[src/rtl/axis_crc_generator.sv]
// AXI-Stream CRC-8 (poly 0x07) appender: forwards payload bytes, then emits the CRC byte with tlast.
// Optional packet counter output pkt_cnt_o is built when AXIS_CRC_GEN_STAT_EN is defined.
module axis_crc_generator #(
  parameter int unsigned DATA_WIDTH = 8,
  parameter logic [7:0]  CRC_INIT   = 8'h00
) (
  input  logic                  clk_i,
  input  logic                  rst_i,
  input  logic [DATA_WIDTH-1:0] s_tdata_i,
  input  logic                  s_tvalid_i,
  input  logic                  s_tlast_i,
  output logic                  s_tready_o,
  output logic [DATA_WIDTH-1:0] m_tdata_o,
  output logic                  m_tvalid_o,
  output logic                  m_tlast_o,
  input  logic                  m_tready_i
`ifdef AXIS_CRC_GEN_STAT_EN
  ,
  output logic [15:0]           pkt_cnt_o
`endif
);

  localparam logic [0:0] ST_PASS   = 1'b0;
  localparam logic [0:0] ST_APPEND = 1'b1;

  // One byte of CRC-8/0x07 folded in parallel: d = crc ^ data, then d * x^8 mod P.
  function automatic logic [7:0] calc_crc(input logic [7:0] crc, input logic [7:0] data);
    logic [7:0] d;
    logic [7:0] c;
    d    = crc ^ data;
    c[0] = d[0] ^ d[6] ^ d[7];
    c[1] = d[0] ^ d[1] ^ d[6];
    c[2] = d[0] ^ d[1] ^ d[2] ^ d[6];
    c[3] = d[1] ^ d[2] ^ d[3] ^ d[7];
    c[4] = d[2] ^ d[3] ^ d[4];
    c[5] = d[3] ^ d[4] ^ d[5];
    c[6] = d[4] ^ d[5] ^ d[6];
    c[7] = d[5] ^ d[6] ^ d[7];
    return c;
  endfunction

  logic [0:0]            state_q, state_d;
  logic [7:0]            crc_q, crc_d;
  logic [DATA_WIDTH-1:0] tdata_q, tdata_d;
  logic                  tvalid_q, tvalid_d;
  logic                  tlast_q, tlast_d;
  logic                  out_free;
  logic                  accept;

  assign out_free   = !tvalid_q || m_tready_i;
  assign s_tready_o = !rst_i && (state_q == ST_PASS) && out_free;
  assign accept     = s_tvalid_i && s_tready_o;

  always_comb begin
    // NOTE: every signal gets a default first so no path leaves it unassigned (no latch).
    state_d  = state_q;
    crc_d    = crc_q;
    tdata_d  = tdata_q;
    tlast_d  = tlast_q;
    tvalid_d = tvalid_q;
    if (tvalid_q && m_tready_i) begin
      tvalid_d = 1'b0;
    end
    case (state_q)
      ST_PASS: begin
        if (accept) begin
          tdata_d  = s_tdata_i;
          tlast_d  = 1'b0;
          tvalid_d = 1'b1;
          crc_d    = calc_crc(crc_q, 8'(s_tdata_i));
          if (s_tlast_i) begin
            state_d = ST_APPEND;
          end
        end
      end
      default: begin
        // crc_q holds the finished CRC while waiting for the output register.
        if (out_free) begin
          tdata_d  = DATA_WIDTH'(crc_q);
          tlast_d  = 1'b1;
          tvalid_d = 1'b1;
          crc_d    = CRC_INIT;
          state_d  = ST_PASS;
        end
      end
    endcase
  end

  always_ff @(posedge clk_i) begin
    // NOTE: sequential state uses non-blocking assignments so all flops update together.
    if (rst_i) begin
      state_q  <= ST_PASS;
      crc_q    <= CRC_INIT;
      tdata_q  <= '0;
      tvalid_q <= 1'b0;
      tlast_q  <= 1'b0;
    end else begin
      state_q  <= state_d;
      crc_q    <= crc_d;
      tdata_q  <= tdata_d;
      tvalid_q <= tvalid_d;
      tlast_q  <= tlast_d;
    end
  end

  assign m_tdata_o  = tdata_q;
  assign m_tvalid_o = tvalid_q;
  assign m_tlast_o  = tlast_q;

`ifdef AXIS_CRC_GEN_STAT_EN
  logic [15:0] pkt_cnt_q, pkt_cnt_d;

  always_comb begin
    pkt_cnt_d = pkt_cnt_q;
    if (tvalid_q && tlast_q && m_tready_i) begin
      pkt_cnt_d = pkt_cnt_q + 16'd1;
    end
  end

  always_ff @(posedge clk_i) begin
    if (rst_i) begin
      pkt_cnt_q <= 16'd0;
    end else begin
      pkt_cnt_q <= pkt_cnt_d;
    end
  end

  assign pkt_cnt_o = pkt_cnt_q;
`endif

endmodule

[config.mk]
export PLATFORM = sky130hd
export DESIGN_NAME = axis_crc_generator
export DESIGN_NICKNAME = d
export VERILOG_FILES = /design/src/rtl/axis_crc_generator.sv
export SDC_FILE = /design/constraint.sdc
export NUM_CORES = 1
export LEC_CHECK = 0
export ABC_AREA = 1
export CORE_MARGIN = 8
export CORE_UTILIZATION = 53
export DETAILED_ROUTE_END_ITERATION = 8
export PLACE_DENSITY = 0.83
export SLEW_MARGIN = 20
export SYNTH_ARGS = -nofsm -noshare
export SYNTH_HDL_FRONTEND = slang
export SYNTH_SLANG_ARGS = --single-unit
[constraint.sdc]
create_clock -name clk_i -period 2.3 [get_ports clk_i]
set_input_delay 0.46 -clock clk_i [delete_from_list [all_inputs] [get_ports clk_i]]
set_output_delay 0.46 -clock clk_i [all_outputs]
set_load 0.01 [all_outputs]
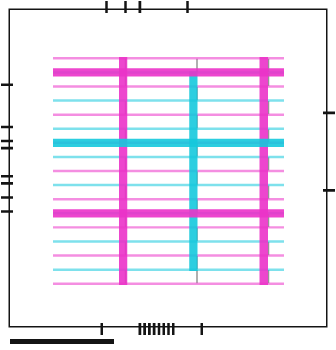
Figure 1: run 1, power grid.
Bar = 20 µm. Pins as bars on the die edge. Tap cells in grey.
legend:
  VDD:
    colour: cyan
  VSS:
    colour: magenta
met1 rails: 17
met4 straps: 3
tap cells: 27
rows: 16
met5 straps: 3
Chip Height: 61.0 µm
core footprint: 1940 µm²

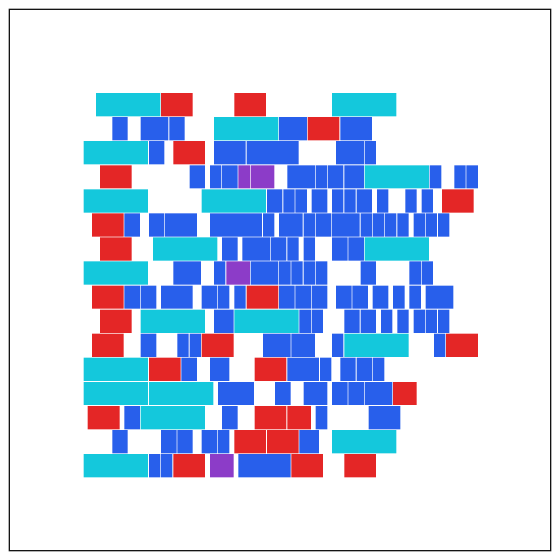
Figure 2: run 1, placed cells, one colour a class.
legend:
  combinational and other logic:
    colour: blue
    cells: 121
    share_of_their_area: 50%
  clock drivers and dummy loads:
    colour: purple
    cells: 4
    share_of_their_area: 2.0%
  sequential cells:
    colour: cyan
    cells: 19
    share_of_their_area: 29%
  remaining buffers and delay cells:
    colour: red
    cells: 25
    share_of_their_area: 19%
total number of placement rows: 16
proportion of cell area occupied by registers: 0.282
post-layout utilization of the core: 0.695

==> run_summary.xml, run 1 <==
<?xml version="1.0" encoding="UTF-8"?>
<metrics>
  <group name="min_path">
    <metric name="min-delay-path-class" unit="">register to register</metric>
    <metric name="min_path_cells" unit="">2</metric>
    <metric name="hold_path_endpoint" unit="">m_tlast_o</metric>
    <metric name="hold_path_startpoint" unit="">m_tlast_o</metric>
  </group>
  <group name="floorplan">
    <metric name="die-width" unit="µm">61.0</metric>
    <metric name="die_area" unit="µm²">3720</metric>
    <metric name="design.portCount" unit="">24</metric>
    <metric name="floorplan.initialDensity" unit="">0.553</metric>
  </group>
  <group name="logic_synthesis">
    <metric name="number_of_nets_in_the_synthesized_netlist" unit="">156</metric>
    <metric name="ys.flops" unit="">19</metric>
    <metric name="number_of_unique_standard_cell_types_used_by_synthesis" unit="">27</metric>
    <metric name="synth_async_sr_flop_share" unit="">0</metric>
    <metric name="ys_sh_simple" unit="">0.263</metric>
    <metric name="cells_taking_the_most_area_after_synthesis" unit="">dfxtp_1, nand2_1, a21oi_1</metric>
    <metric name="synth-area-yosys" unit="µm²">1070</metric>
    <metric name="synth_area_per_cell" unit="µm²">7.51</metric>
    <metric name="synth_stat.cells" unit="">143</metric>
    <metric name="synthMuxAreaShare" unit="">0.0559</metric>
    <metric name="flop_cell" unit="">dfxtp_1</metric>
    <metric name="post_synth_xor_area_fraction" unit="">0.104</metric>
    <metric name="synth_warnings" unit="">0</metric>
    <metric name="synth.largest_area_cell" unit="">dfxtp_1</metric>
    <metric name="synth.cellmix.compoundShare" unit="">0.150</metric>
    <metric name="syn_inst" unit="">143</metric>
    <metric name="post-synth-top-area-fraction" unit="">0.354</metric>
    <metric name="syn-cell-area" unit="µm²">1070</metric>
    <metric name="synth-edff-count" unit="">0</metric>
    <metric name="synth_sequential_area_ratio" unit="">0.354</metric>
    <metric name="synth.cellmix.adderShare" unit="">0</metric>
    <metric name="synthTopLogicFamily" unit="">simple AND/OR/NAND/NOR gates</metric>
  </group>
  <group name="flow_run">
    <metric name="max_cap_viol_count" unit="">0</metric>
    <metric name="tool_warnings" unit="">26</metric>
  </group>
  <group name="final_timing">
    <metric name="fin_crit" unit="ns">2.21</metric>
    <metric name="max_freq" unit="GHz">0.453</metric>
    <metric name="timing_hold_violations_final" unit="">0</metric>
    <metric name="worstMarginPinSlew" unit="ns">0.358</metric>
    <metric name="grt_setup_unrepaired" unit="">false</metric>
    <metric name="max_slew_margin" unit="">0.759</metric>
    <metric name="timing.final.setup_violations" unit="">0</metric>
    <metric name="final-max-slew-violation-count" unit="">0</metric>
    <metric name="setup_tns" unit="ns">0</metric>
    <metric name="min_period_over_period" unit="">0.960</metric>
  </group>
  <group name="power_and_ir_drop">
    <metric name="logic_gate_share_of_total_power" unit="">0.307</metric>
    <metric name="report.power.total" unit="µW">798</metric>
    <metric name="p_int" unit="µW">537</metric>
    <metric name="seq_power_share" unit="">0.472</metric>
    <metric name="power_density" unit="nW/µm²">591</metric>
    <metric name="cellLeakagePower" unit="µW">0.000547</metric>
    <metric name="power.switching" unit="µW">260</metric>
    <metric name="vdd_ir_drop_max" unit="V">0.000433</metric>
    <metric name="switching_power_as_a_share_of_total_power" unit="">0.326</metric>
  </group>
  <group name="setup_path">
    <metric name="worstPathRequired" unit="ns">1.84</metric>
    <metric name="worst_ep_arrival_time" unit="ns">1.75</metric>
    <metric name="ff2ff_path_depth" unit="">8</metric>
    <metric name="cp-start-kind" unit="">primary input</metric>
    <metric name="timing.critical_path.to_type" unit="">primary output</metric>
    <metric name="reg2reg_slack" unit="ns">0.88</metric>
    <metric name="r2r-start" unit="">m_tvalid_o</metric>
    <metric name="crit_type" unit="">primary input to primary output</metric>
    <metric name="critPathMaxFanout" unit="">3</metric>
    <metric name="worst_reg2reg_path_endpoint" unit="">m_tdata_o[0]</metric>
    <metric name="crit_path_end" unit="">s_tready_o</metric>
    <metric name="startpoint" unit="">m_tready_i</metric>
  </group>
  <group name="finish">
    <metric name="layout-drive-gt1-share" unit="">0.0947</metric>
    <metric name="stdcell_area" unit="µm²">1350</metric>
    <metric name="nNetsFinal" unit="">183</metric>
    <metric name="antenna_cell_count" unit="">0</metric>
    <metric name="filler_cell_count" unit="">161</metric>
    <metric name="area_growth" unit="%">25.8</metric>
  </group>
  <group name="cts">
    <metric name="cts-htree-levels" unit="">1</metric>
    <metric name="tritoncts.num_buffers" unit="">3</metric>
    <metric name="cts_resized" unit="">0</metric>
    <metric name="clock_tree_from_tritoncts" unit="">built</metric>
    <metric name="cts_hold_repair_buffers" unit="">0</metric>
    <metric name="number_of_setup_buffers_added_after_cts" unit="">0</metric>
    <metric name="clock_sinks" unit="">19</metric>
    <metric name="cts-root-buf" unit="">clkbuf_4</metric>
    <metric name="cts.clk_slew.worst_paths" unit="ns">0.11</metric>
    <metric name="cts_buffer_depth" unit="">2</metric>
  </group>
  <group name="grt">
    <metric name="grt.overflow.total" unit="">0</metric>
    <metric name="grt_pass1_wl" unit="µm">4310</metric>
    <metric name="track_usage" unit="">0.155</metric>
    <metric name="grt_pass1_vias" unit="">1010</metric>
    <metric name="grt_start_max_net_pins" unit="">17</metric>
    <metric name="antenna_found_initial" unit="">0</metric>
  </group>
  <group name="routing">
    <metric name="detail_route.drc_violations" unit="">0</metric>
    <metric name="drt-vias-per-instance" unit="">5.13</metric>
    <metric name="final_antenna_net_count" unit="">0</metric>
    <metric name="initialDrtViolationCount" unit="">55</metric>
    <metric name="totalWireLength" unit="µm">2610</metric>
    <metric name="route.vias.total" unit="">1006</metric>
    <metric name="first_pass_iters" unit="">5</metric>
    <metric name="wire_per_inst" unit="µm">13.3</metric>
  </group>
  <group name="place">
    <metric name="placed_cell_areas" unit="µm²">1320</metric>
    <metric name="dpl_wire_length" unit="µm">1980</metric>
    <metric name="final_wtd_congestion" unit="">0.854</metric>
    <metric name="port_buffers" unit="">23</metric>
  </group>
  <group name="status">
    <metric name="outcome" unit="">completed</metric>
  </group>
</metrics>
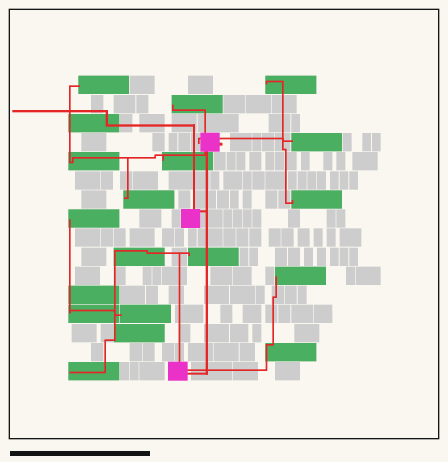
Figure 3: run 1, routed clock nets over the placement.
Bar = 20 µm.
legend:
  clock wires:
    colour: red
    length: 274 µm
  flip-flops:
    colour: green
    count: 19
  clock drivers:
    colour: magenta
    count: 3
routed clock nets: 4
clock network power: 176 µW
worst clock skew: 0.00155 ns
clock network power share: 0.221
Insertion Delay late pin: 0.31 ns

-- run 1: worst max-delay path, stage by stage --
cell and delay (ns):
clkdlybuf4s50_1 0.49, nor2_2 0.08, nor3_4 0.14, clkdlybuf4s50_1 0.57
-- run 1: power groups by stage --
| stage | Clock [µW] | Combinational (µW) | Sequential, µW |
|---|---|---|---|
| 3_3_place_gp | 0 | 236 | 382 |
| 2_1_floorplan | 0 | 154 | 387 |
| 5_1_grt | 197 | 271 | 380 |
| 3_5_place_dp | 0 | 243 | 383 |
| 4_1_cts | 179 | 245 | 376 |
| 6_report | 176 | 245 | 376 |
-- run 1: sequential cells by signal, summed over array words and instances (netlist names) --
name	cells
crc_q	8
m_tdata_o	8
m_tlast_o	1
m_tvalid_o	1
state_q	1
-- run 1: layer usage --
layer  track usage  share of wire  up-vias
met5             0              0        -
met4        0.0831          0.020        0
met3        0.0339          0.045        7
met2         0.247           0.47       37
met1         0.189           0.46      436
li1              -              -      526
-- run 1: Yosys cell counts, drive strengths merged (2+ instances only) --
master / instances
nand3: 14
nand2: 39
or2: 2
xor2: 3
dfxtp: 19
inv: 11
xnor2: 8
mux2i: 6
o21ai: 11
a21oi: 16
a211oi: 2
buf: 2
nor2: 6
-- run 1: stage by stage --
| step | cells | hold WS (ns) | setup slack, ns |
|---|---|---|---|
| 2_1_floorplan | 143 | 0.468 | 0.987 |
| 3_3_place_gp | 192 | 0.455 | 0.134 |
| 3_5_place_dp | 192 | 0.460 | 0.0927 |
| 4_1_cts | 196 | 0.476 | 0.0919 |
| 5_1_grt | 196 | 0.511 | 0.0456 |
| 6_report | 196 | 0.479 | 0.0913 |
-- run 1: cells by family (layout without fill, tap and decap cells) --
logic type / Yosys count / after routing
xor gates and xnor gates: 11 / 11
muxes: 6 / 6
AOI/OAI and AO/OA: 30 / 30
DFF: 19 / 19
buffers and inverters: 15 / 41
and+or+nand+nor: 62 / 62
-- run 1: final cells by class --
cell class / instances / area (µm²) / area share
Multi-Input combinational cell: 109 / 616 / 0.456
Tap cell: 27 / 33.8 / 0.0250
Clock buffer: 4 / 26.3 / 0.0195
Inverter: 12 / 48.8 / 0.0361
Timing Repair Buffer: 25 / 245 / 0.182
Sequential cell: 19 / 380 / 0.282
-- run 1: cells in the final DEF (no fill, tap or decap), types with 2 or more instances in the layout --
| cell type | netlist | layout |
|---|---|---|
| xor2_1 | 3 | 3 |
| clkbuf_4 | 0 | 3 |
| mux2i_1 | 6 | 6 |
| xnor2_1 | 6 | 6 |
| nor2_1 | 5 | 5 |
| o21ai_0 | 5 | 5 |
| a211oi_1 | 2 | 2 |
| xnor2_2 | 2 | 2 |
| inv_1 | 9 | 9 |
| a21oi_1 | 15 | 15 |
| nand2_1 | 37 | 37 |
| nand3_1 | 14 | 14 |
| o21ai_1 | 6 | 6 |
| clkdlybuf4s50_1 | 0 | 23 |
| dfxtp_1 | 19 | 19 |
| buf_4 | 0 | 2 |
Figure 4. Signal wires by layer (run 1).
Bar = 20 µm. Only two layers are drawn.
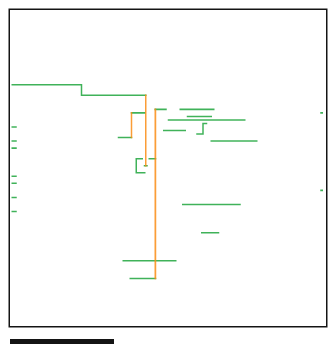

==> run 2: changes to the inputs <==
--- a/config.mk
+++ b/config.mk
@@ -6,10 +6,12 @@
 export NUM_CORES = 1
 export LEC_CHECK = 0
 export ABC_AREA = 1
+export CORE_ASPECT_RATIO = 0.7
 export CORE_MARGIN = 8
-export CORE_UTILIZATION = 53
+export CORE_UTILIZATION = 49
 export DETAILED_ROUTE_END_ITERATION = 8
-export PLACE_DENSITY = 0.83
+export GPL_TIMING_DRIVEN = 0
+export PLACE_DENSITY = 0.78
 export SLEW_MARGIN = 20
 export SYNTH_ARGS = -nofsm -noshare
 export SYNTH_HDL_FRONTEND = slang
==> constraint.sdc (replaced) <==
create_clock -name clk_i -period 2.1 [get_ports clk_i]
set_input_delay 0.42 -clock clk_i [delete_from_list [all_inputs] [get_ports clk_i]]
set_output_delay 0.42 -clock clk_i [all_outputs]
set_load 0.01 [all_outputs]
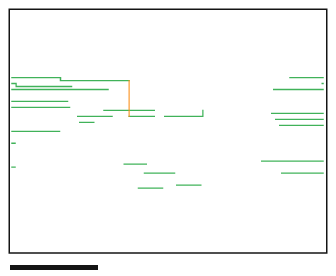
Figure 5: run 2, signal wires by layer.
Bar = 20 µm. Only two layers are drawn.
legend:
  metal 4:
    colour: orange
    wire_length: 8.20 µm
  metal 3:
    colour: green
    wire_length: 238 µm
DR vias: 1013
WL/cell: 12.7 µm

==> run_summary.xml, run 2 <==
<?xml version="1.0" encoding="UTF-8"?>
<metrics>
  <group name="logic_synthesis">
    <metric name="synth_warnings" unit="">0</metric>
    <metric name="ys.flops" unit="">19</metric>
    <metric name="synth_sequential_area_ratio" unit="">0.354</metric>
    <metric name="synth_async_sr_flop_share" unit="">0</metric>
    <metric name="synth_stat.cells" unit="">143</metric>
    <metric name="syn_inst" unit="">143</metric>
    <metric name="yosys.cell_count.top_type" unit="">nand2_1</metric>
    <metric name="synth_area_per_cell" unit="µm²">7.51</metric>
    <metric name="number_of_nets_in_the_synthesized_netlist" unit="">156</metric>
    <metric name="post-synth-top-area-fraction" unit="">0.354</metric>
    <metric name="flop_cell" unit="">dfxtp_1</metric>
    <metric name="synth.largest_area_cell" unit="">dfxtp_1</metric>
    <metric name="number_of_unique_standard_cell_types_used_by_synthesis" unit="">27</metric>
    <metric name="syn-cell-area" unit="µm²">1070</metric>
    <metric name="synth.top_cells.by_count" unit="">nand2_1, dfxtp_1, a21oi_1, nand3_1, inv_1</metric>
    <metric name="cells_taking_the_most_area_after_synthesis" unit="">dfxtp_1, nand2_1, a21oi_1</metric>
    <metric name="synth-edff-count" unit="">0</metric>
    <metric name="synth-area-yosys" unit="µm²">1070</metric>
  </group>
  <group name="grt">
    <metric name="grt_pass1_wl" unit="µm">4260</metric>
    <metric name="track_usage" unit="">0.137</metric>
    <metric name="grt_start_max_net_pins" unit="">11</metric>
    <metric name="grt_pass1_vias" unit="">963</metric>
    <metric name="grt.overflow.total" unit="">0</metric>
    <metric name="antenna_found_initial" unit="">0</metric>
  </group>
  <group name="finish">
    <metric name="logic_cell_area" unit="µm²">616</metric>
    <metric name="final-instance-count-excl-fill" unit="">202</metric>
    <metric name="most-common-layout-cells" unit="">nand2_1, clkdlybuf4s50_1, dfxtp_1, a21oi_1, nand3_1</metric>
    <metric name="layout-drive-gt1-share" unit="">0.0941</metric>
    <metric name="nNetsFinal" unit="">184</metric>
    <metric name="stdcell_area" unit="µm²">1370</metric>
    <metric name="area.sequential" unit="µm²">380</metric>
    <metric name="area_growth" unit="%">27.5</metric>
    <metric name="filler_cell_count" unit="">193</metric>
    <metric name="antenna_cell_count" unit="">0</metric>
    <metric name="final_layout_top_logic_cell" unit="">nand2_1</metric>
  </group>
  <group name="setup_path">
    <metric name="timing.critical_path.cells" unit="">clkdlybuf4s50_1 &gt; nor2_2 &gt; nor3_4 &gt; dlygate4sd2_1</metric>
    <metric name="worstPathRequired" unit="ns">1.68</metric>
    <metric name="cp-start-kind" unit="">primary input</metric>
    <metric name="critical_path_buffers_and_inverters" unit="">2</metric>
    <metric name="timing.critical_path.to_type" unit="">primary output</metric>
    <metric name="critPathMaxFanout" unit="">3</metric>
    <metric name="crit_type" unit="">primary input to primary output</metric>
    <metric name="crit_path_slowest_cell" unit="">clkdlybuf4s50_1</metric>
    <metric name="worst_ep_arrival_time" unit="ns">1.42</metric>
    <metric name="crit_path_max_incr_delay" unit="ns">0.44</metric>
    <metric name="cpLargestDelayFamily" unit="">buffers and inverters</metric>
  </group>
  <group name="power_and_ir_drop">
    <metric name="power_density" unit="nW/µm²">635</metric>
    <metric name="vdd_ir_drop_max" unit="V">0.000496</metric>
    <metric name="cellLeakagePower" unit="µW">0.000564</metric>
  </group>
  <group name="final_timing">
    <metric name="max_freq" unit="GHz">0.544</metric>
    <metric name="setup_tns" unit="ns">0</metric>
    <metric name="grt_setup_unrepaired" unit="">false</metric>
    <metric name="timing.final.setup_violations" unit="">0</metric>
    <metric name="worstMarginPinSlew" unit="ns">0.398</metric>
    <metric name="min_period_over_period" unit="">0.875</metric>
    <metric name="final.setup_skew" unit="ns">0.00655</metric>
    <metric name="max_slew_margin" unit="">0.734</metric>
    <metric name="fin_crit" unit="ns">1.84</metric>
    <metric name="timing_hold_violations_final" unit="">0</metric>
    <metric name="final-max-slew-violation-count" unit="">0</metric>
  </group>
  <group name="place">
    <metric name="final_wtd_congestion" unit="">0.827</metric>
    <metric name="placed_cell_areas" unit="µm²">1340</metric>
    <metric name="numPlacedInstances" unit="">198</metric>
    <metric name="port_buffers" unit="">23</metric>
    <metric name="dpl_wire_length" unit="µm">1980</metric>
  </group>
  <group name="cts">
    <metric name="clock_sinks" unit="">19</metric>
    <metric name="cts-htree-levels" unit="">1</metric>
    <metric name="number_of_setup_buffers_added_after_cts" unit="">0</metric>
    <metric name="cts_buffer_depth" unit="">2</metric>
    <metric name="tritoncts.num_buffers" unit="">3</metric>
    <metric name="clock_tree_from_tritoncts" unit="">built</metric>
    <metric name="cts.clk_slew.worst_paths" unit="ns">0.11</metric>
    <metric name="cts_resized" unit="">1</metric>
    <metric name="worst_skew_pair.late_latency" unit="ns">0.30</metric>
    <metric name="cts_hold_repair_buffers" unit="">0</metric>
    <metric name="cts-root-buf" unit="">clkbuf_4</metric>
  </group>
  <group name="min_path">
    <metric name="min-delay-path-class" unit="">register to register</metric>
  </group>
  <group name="routing">
    <metric name="final_antenna_net_count" unit="">0</metric>
    <metric name="first_pass_iters" unit="">4</metric>
    <metric name="drt-vias-per-instance" unit="">5.01</metric>
    <metric name="detail_route.drc_violations" unit="">0</metric>
    <metric name="initialDrtViolationCount" unit="">52</metric>
    <metric name="totalWireLength" unit="µm">2570</metric>
  </group>
  <group name="flow_run">
    <metric name="tool_warnings" unit="">26</metric>
    <metric name="max_cap_viol_count" unit="">0</metric>
  </group>
  <group name="status">
    <metric name="outcome" unit="">completed</metric>
  </group>
  <group name="floorplan">
    <metric name="floorplan.initialDensity" unit="">0.506</metric>
    <metric name="fp-row-count" unit="">14</metric>
    <metric name="die-width" unit="µm">71.9</metric>
    <metric name="die_y" unit="µm">55.2</metric>
    <metric name="design.portCount" unit="">24</metric>
    <metric name="die_area" unit="µm²">3970</metric>
  </group>
</metrics>
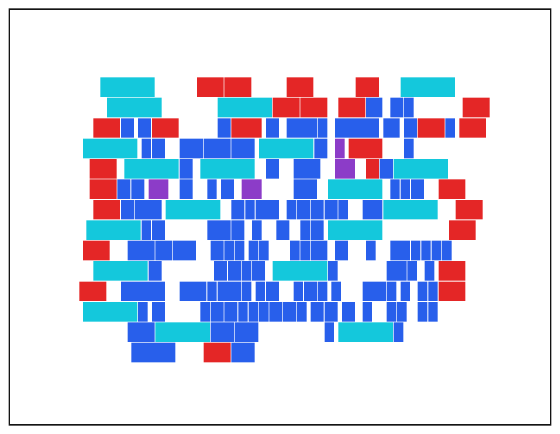
Figure 6: run 2, placed cells, one colour a class.
legend:
  sequential cells:
    colour: cyan
    cells: 19
    share_of_their_area: 29%
  remaining buffers and delay cells:
    colour: red
    cells: 26
    share_of_their_area: 19%
  clock drivers and dummy loads:
    colour: purple
    cells: 4
    share_of_their_area: 2.0%
  combinational and other logic:
    colour: blue
    cells: 121
    share_of_their_area: 50%
post-layout utilization of the core: 0.646
core footprint: 2120 µm²
proportion of cell area occupied by registers: 0.278

-- run 2: final timing paths --
check                   from      endpoint  slack, ns  cells past startpoint
setup / recovery  m_tready_i    s_tready_o       0.26                      4
hold / removal     m_tlast_o     m_tlast_o       0.47                      2
setup reg to reg  m_tvalid_o  m_tdata_o[5]       0.78                      8
hold reg to reg    m_tlast_o     m_tlast_o       0.47                      2
-- run 2: worst register-to-register path, stage by stage, from the launching register on --
cell,delay (ns)
dfxtp_1,0.34
inv_1,0.06
nor2_2,0.18
nor3_4,0.06
nand2_2,0.12
nand2_4,0.10
buf_6,0.17
o21ai_1,0.15
a21oi_2,0.04
-- run 2: per-layer routing --
layer	vias to the layer above	routed length (µm)	track usage
met5	-	0	0
li1	530	-	-
met1	448	1170	0.160
met2	33	1150	0.233
met3	2	237	0.0719
met4	0	8	0.0101
-- run 2: area by class of cell --
cell class,instances,share of cell area
plain buffers,3,0.0210
flip-flops and latches,19,0.278
well taps,32,0.0293
inverters,12,0.0356
multi-input cells,109,0.450
clock buffers,4,0.0192
repair buffers,23,0.167
-- run 2: through the flow --
| step | hold WS (ns) | utilization | total power, µW | setup slack (ns) |
|---|---|---|---|---|
| finish | 0.472 | 0.646 | 869 | 0.263 |
| global route | 0.506 | 0.646 | 927 | 0.207 |
| CTS | 0.477 | 0.646 | 875 | 0.258 |
| detailed placement | 0.461 | 0.634 | 690 | -0.00831 |
| global placement | 0.454 | 0.634 | 681 | -0.00963 |
| floorplan | 0.468 | - | 592 | 0.827 |
-- run 2: cell families (layout without fill, tap and decap cells) --
group / Yosys count / in the layout / share of synthesized area
buffers and inverters: 15 / 42 / 0.0722
AND/OR/NAND/NOR: 62 / 62 / 0.263
XOR/XNOR: 11 / 11 / 0.104
AND-OR/OR-AND: 30 / 30 / 0.150
flip-flops: 19 / 19 / 0.354
multiplexers: 6 / 6 / 0.0559
-- run 2: report_power, final --
group	switching (µW)	leakage, µW	internal [µW]
registers	22.9	0.000156	389
logic	144	0.000393	127
clock network	112	0.0000150	74.0
Figure 7. Routed clock nets over the placement (run 2).
Bar = 20 µm.
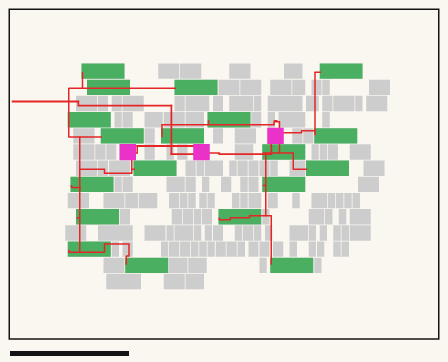

==> run 3: changes to the inputs <==
--- a/config.mk
+++ b/config.mk
@@ -11,7 +11,7 @@
 export CORE_UTILIZATION = 49
 export DETAILED_ROUTE_END_ITERATION = 8
 export GPL_TIMING_DRIVEN = 0
-export PLACE_DENSITY = 0.78
+export PLACE_DENSITY = 0.84
 export SLEW_MARGIN = 20
 export SYNTH_ARGS = -nofsm -noshare
 export SYNTH_HDL_FRONTEND = slang
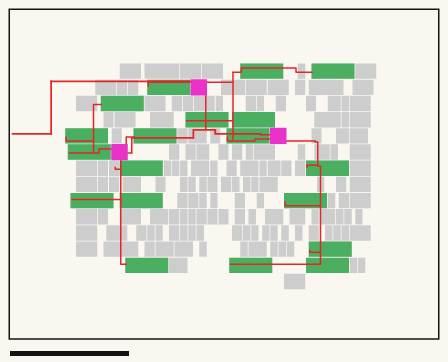
Figure 8: run 3, routed clock nets over the placement.
Bar = 20 µm.
legend:
  flip-flops:
    colour: green
    count: 19
  clock drivers:
    colour: magenta
    count: 3
  clock wires:
    colour: red
    length: 250 µm
routed clock nets: 4

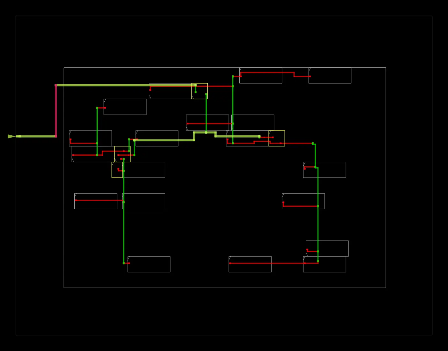
Figure 9: run 3, clock wiring as the flow saved it.
worst clock skew: 0.0199 ns
Flops: 19
clock network power: 191 µW

==> run_summary.xml, run 3 <==
<?xml version="1.0" encoding="UTF-8"?>
<metrics>
  <group name="status">
    <metric name="outcome" unit="">completed</metric>
  </group>
  <group name="routing">
    <metric name="drt-vias-per-instance" unit="">5.03</metric>
    <metric name="route.vias.total" unit="">1016</metric>
    <metric name="totalWireLength" unit="µm">2590</metric>
    <metric name="first_pass_iters" unit="">4</metric>
    <metric name="wire_per_inst" unit="µm">12.8</metric>
    <metric name="initialDrtViolationCount" unit="">82</metric>
  </group>
  <group name="cts">
    <metric name="number_of_setup_buffers_added_after_cts" unit="">0</metric>
    <metric name="clock_sinks" unit="">19</metric>
    <metric name="tritoncts.num_buffers" unit="">3</metric>
    <metric name="worst_skew_pair.late_latency" unit="ns">0.31</metric>
    <metric name="cts-root-buf" unit="">clkbuf_4</metric>
    <metric name="cts.clk_slew.worst_paths" unit="ns">0.12</metric>
  </group>
  <group name="grt">
    <metric name="grt_pass1_vias" unit="">984</metric>
    <metric name="grt.overflow.total" unit="">0</metric>
    <metric name="grt_start_max_net_pins" unit="">12</metric>
    <metric name="global_route_met1_utilization" unit="">0.142</metric>
    <metric name="grt-busiest-layer" unit="">met2</metric>
    <metric name="grt_pass1_wl" unit="µm">4250</metric>
  </group>
  <group name="final_timing">
    <metric name="worst_slack" unit="ns">0.266</metric>
    <metric name="setup_tns" unit="ns">0</metric>
    <metric name="grt_setup_unrepaired" unit="">false</metric>
    <metric name="min_period_over_period" unit="">0.873</metric>
    <metric name="max_slew_margin" unit="">0.734</metric>
    <metric name="timing.final.setup_violations" unit="">0</metric>
    <metric name="final-max-slew-violation-count" unit="">0</metric>
  </group>
  <group name="power_and_ir_drop">
    <metric name="switching_power_as_a_share_of_total_power" unit="">0.327</metric>
    <metric name="logic_gate_share_of_total_power" unit="">0.309</metric>
    <metric name="p_int" unit="µW">587</metric>
    <metric name="pwr-share-clk" unit="">0.219</metric>
  </group>
  <group name="place">
    <metric name="dp_worst_setup_slack" unit="ns">-0.00994</metric>
    <metric name="final_wtd_congestion" unit="">0.835</metric>
    <metric name="numPlacedInstances" unit="">198</metric>
    <metric name="placed_cell_areas" unit="µm²">1340</metric>
  </group>
  <group name="setup_path">
    <metric name="startpoint" unit="">m_tready_i</metric>
    <metric name="timing.critical_path.cells" unit="">clkdlybuf4s50_1 &gt; nor2_2 &gt; nor3_4 &gt; dlygate4sd2_1</metric>
    <metric name="ff2ff_path_depth" unit="">8</metric>
    <metric name="crit_type" unit="">primary input to primary output</metric>
    <metric name="crit_path_end" unit="">s_tready_o</metric>
    <metric name="worst_ep_arrival_time" unit="ns">1.41</metric>
    <metric name="worst_reg2reg_path_endpoint" unit="">m_tdata_o[5]</metric>
    <metric name="timing.critical_path.to_type" unit="">primary output</metric>
    <metric name="cp-start-kind" unit="">primary input</metric>
    <metric name="reg2reg_slack" unit="ns">0.74</metric>
    <metric name="critPathMaxFanout" unit="">3</metric>
  </group>
  <group name="logic_synthesis">
    <metric name="synth.largest_area_cell" unit="">dfxtp_1</metric>
    <metric name="synth-edff-count" unit="">0</metric>
    <metric name="synth.top_cells.by_count" unit="">nand2_1, dfxtp_1, a21oi_1, nand3_1, inv_1</metric>
    <metric name="cells_taking_the_most_area_after_synthesis" unit="">dfxtp_1, nand2_1, a21oi_1</metric>
    <metric name="synth_warnings" unit="">0</metric>
    <metric name="syn_inst" unit="">143</metric>
    <metric name="synth_async_sr_flop_share" unit="">0</metric>
    <metric name="yosys.cell_count.top_type" unit="">nand2_1</metric>
    <metric name="number_of_nets_in_the_synthesized_netlist" unit="">156</metric>
    <metric name="synth-area-yosys" unit="µm²">1070</metric>
    <metric name="ys.flops" unit="">19</metric>
  </group>
  <group name="finish">
    <metric name="most-common-layout-cells" unit="">nand2_1, clkdlybuf4s50_1, dfxtp_1, a21oi_1, nand3_1</metric>
    <metric name="filler_cell_count" unit="">191</metric>
    <metric name="final_layout_top_logic_cell" unit="">nand2_1</metric>
    <metric name="stdcell_area" unit="µm²">1370</metric>
  </group>
  <group name="floorplan">
    <metric name="die-width" unit="µm">71.9</metric>
    <metric name="core-area" unit="µm²">2120</metric>
    <metric name="fp-row-count" unit="">14</metric>
  </group>
  <group name="min_path">
    <metric name="min-delay-path-class" unit="">register to register</metric>
  </group>
  <group name="flow_run">
    <metric name="max_cap_viol_count" unit="">0</metric>
  </group>
</metrics>
==> run 3: worst min-delay path by stage <==
stage	end	from	cells after the start
2_1_floorplan	crc_q[7]	crc_q[7]	2
3_3_place_gp	m_tlast_o	m_tlast_o	2
3_5_place_dp	m_tlast_o	m_tlast_o	2
4_1_cts	m_tlast_o	m_tlast_o	2
5_1_grt	m_tlast_o	m_tlast_o	2
6_report	m_tlast_o	m_tlast_o	2
==> run 3: kinds of logic after synthesis <==
logic type                Yosys count  share of synthesized area
and+or+nand+nor                    62                      0.263
buffers and inverters              15                     0.0722
DFF                                19                      0.354
muxes                               6                     0.0559
xor gates and xnor gates           11                      0.104
AOI/OAI and AO/OA                  30                      0.150
==> run 3: layout make-up <==
cell class / instances / area [µm²] / share of cell area
Multi-Input combinational cell: 109 / 616 / 0.449
Sequential cell: 19 / 380 / 0.278
Timing Repair Buffer: 23 / 229 / 0.167
Inverter: 12 / 48.8 / 0.0356
Tap cell: 32 / 40.0 / 0.0292
Buffer: 3 / 28.8 / 0.0210
Clock buffer: 3 / 22.5 / 0.0164
Clock inverter: 1 / 5.00 / 0.00365
==> run 3: layer usage <==
metal,part of all wire,up-vias,wire [µm]
met3,0.13,2,333
met5,0,-,0
met1,0.41,445,1060
li1,-,527,-
met2,0.46,42,1180
met4,0.0031,0,8
==> run 3: worst max-delay path, delay by kind of cell <==
family	cells	cell delay (ns)
buf+inv	2	0.73
simple gates	2	0.27
==> run 3: stage by stage <==
stage,power (µW),util
final,873,0.646
after global routing,925,0.646
after CTS,878,0.646
after detailed placement,689,0.634
after global placement,679,0.634
after floorplan,592,-
==> run 3: power groups by stage <==
| stage | registers, µW | clock network (µW) | logic (µW) |
|---|---|---|---|
| after detailed placement | 419 | 0 | 270 |
| after global routing | 415 | 210 | 299 |
| after global placement | 418 | 0 | 262 |
| final | 411 | 191 | 270 |
| after floorplan | 424 | 0 | 168 |
| after CTS | 411 | 195 | 271 |
Power and IR drop assume default switching activity.
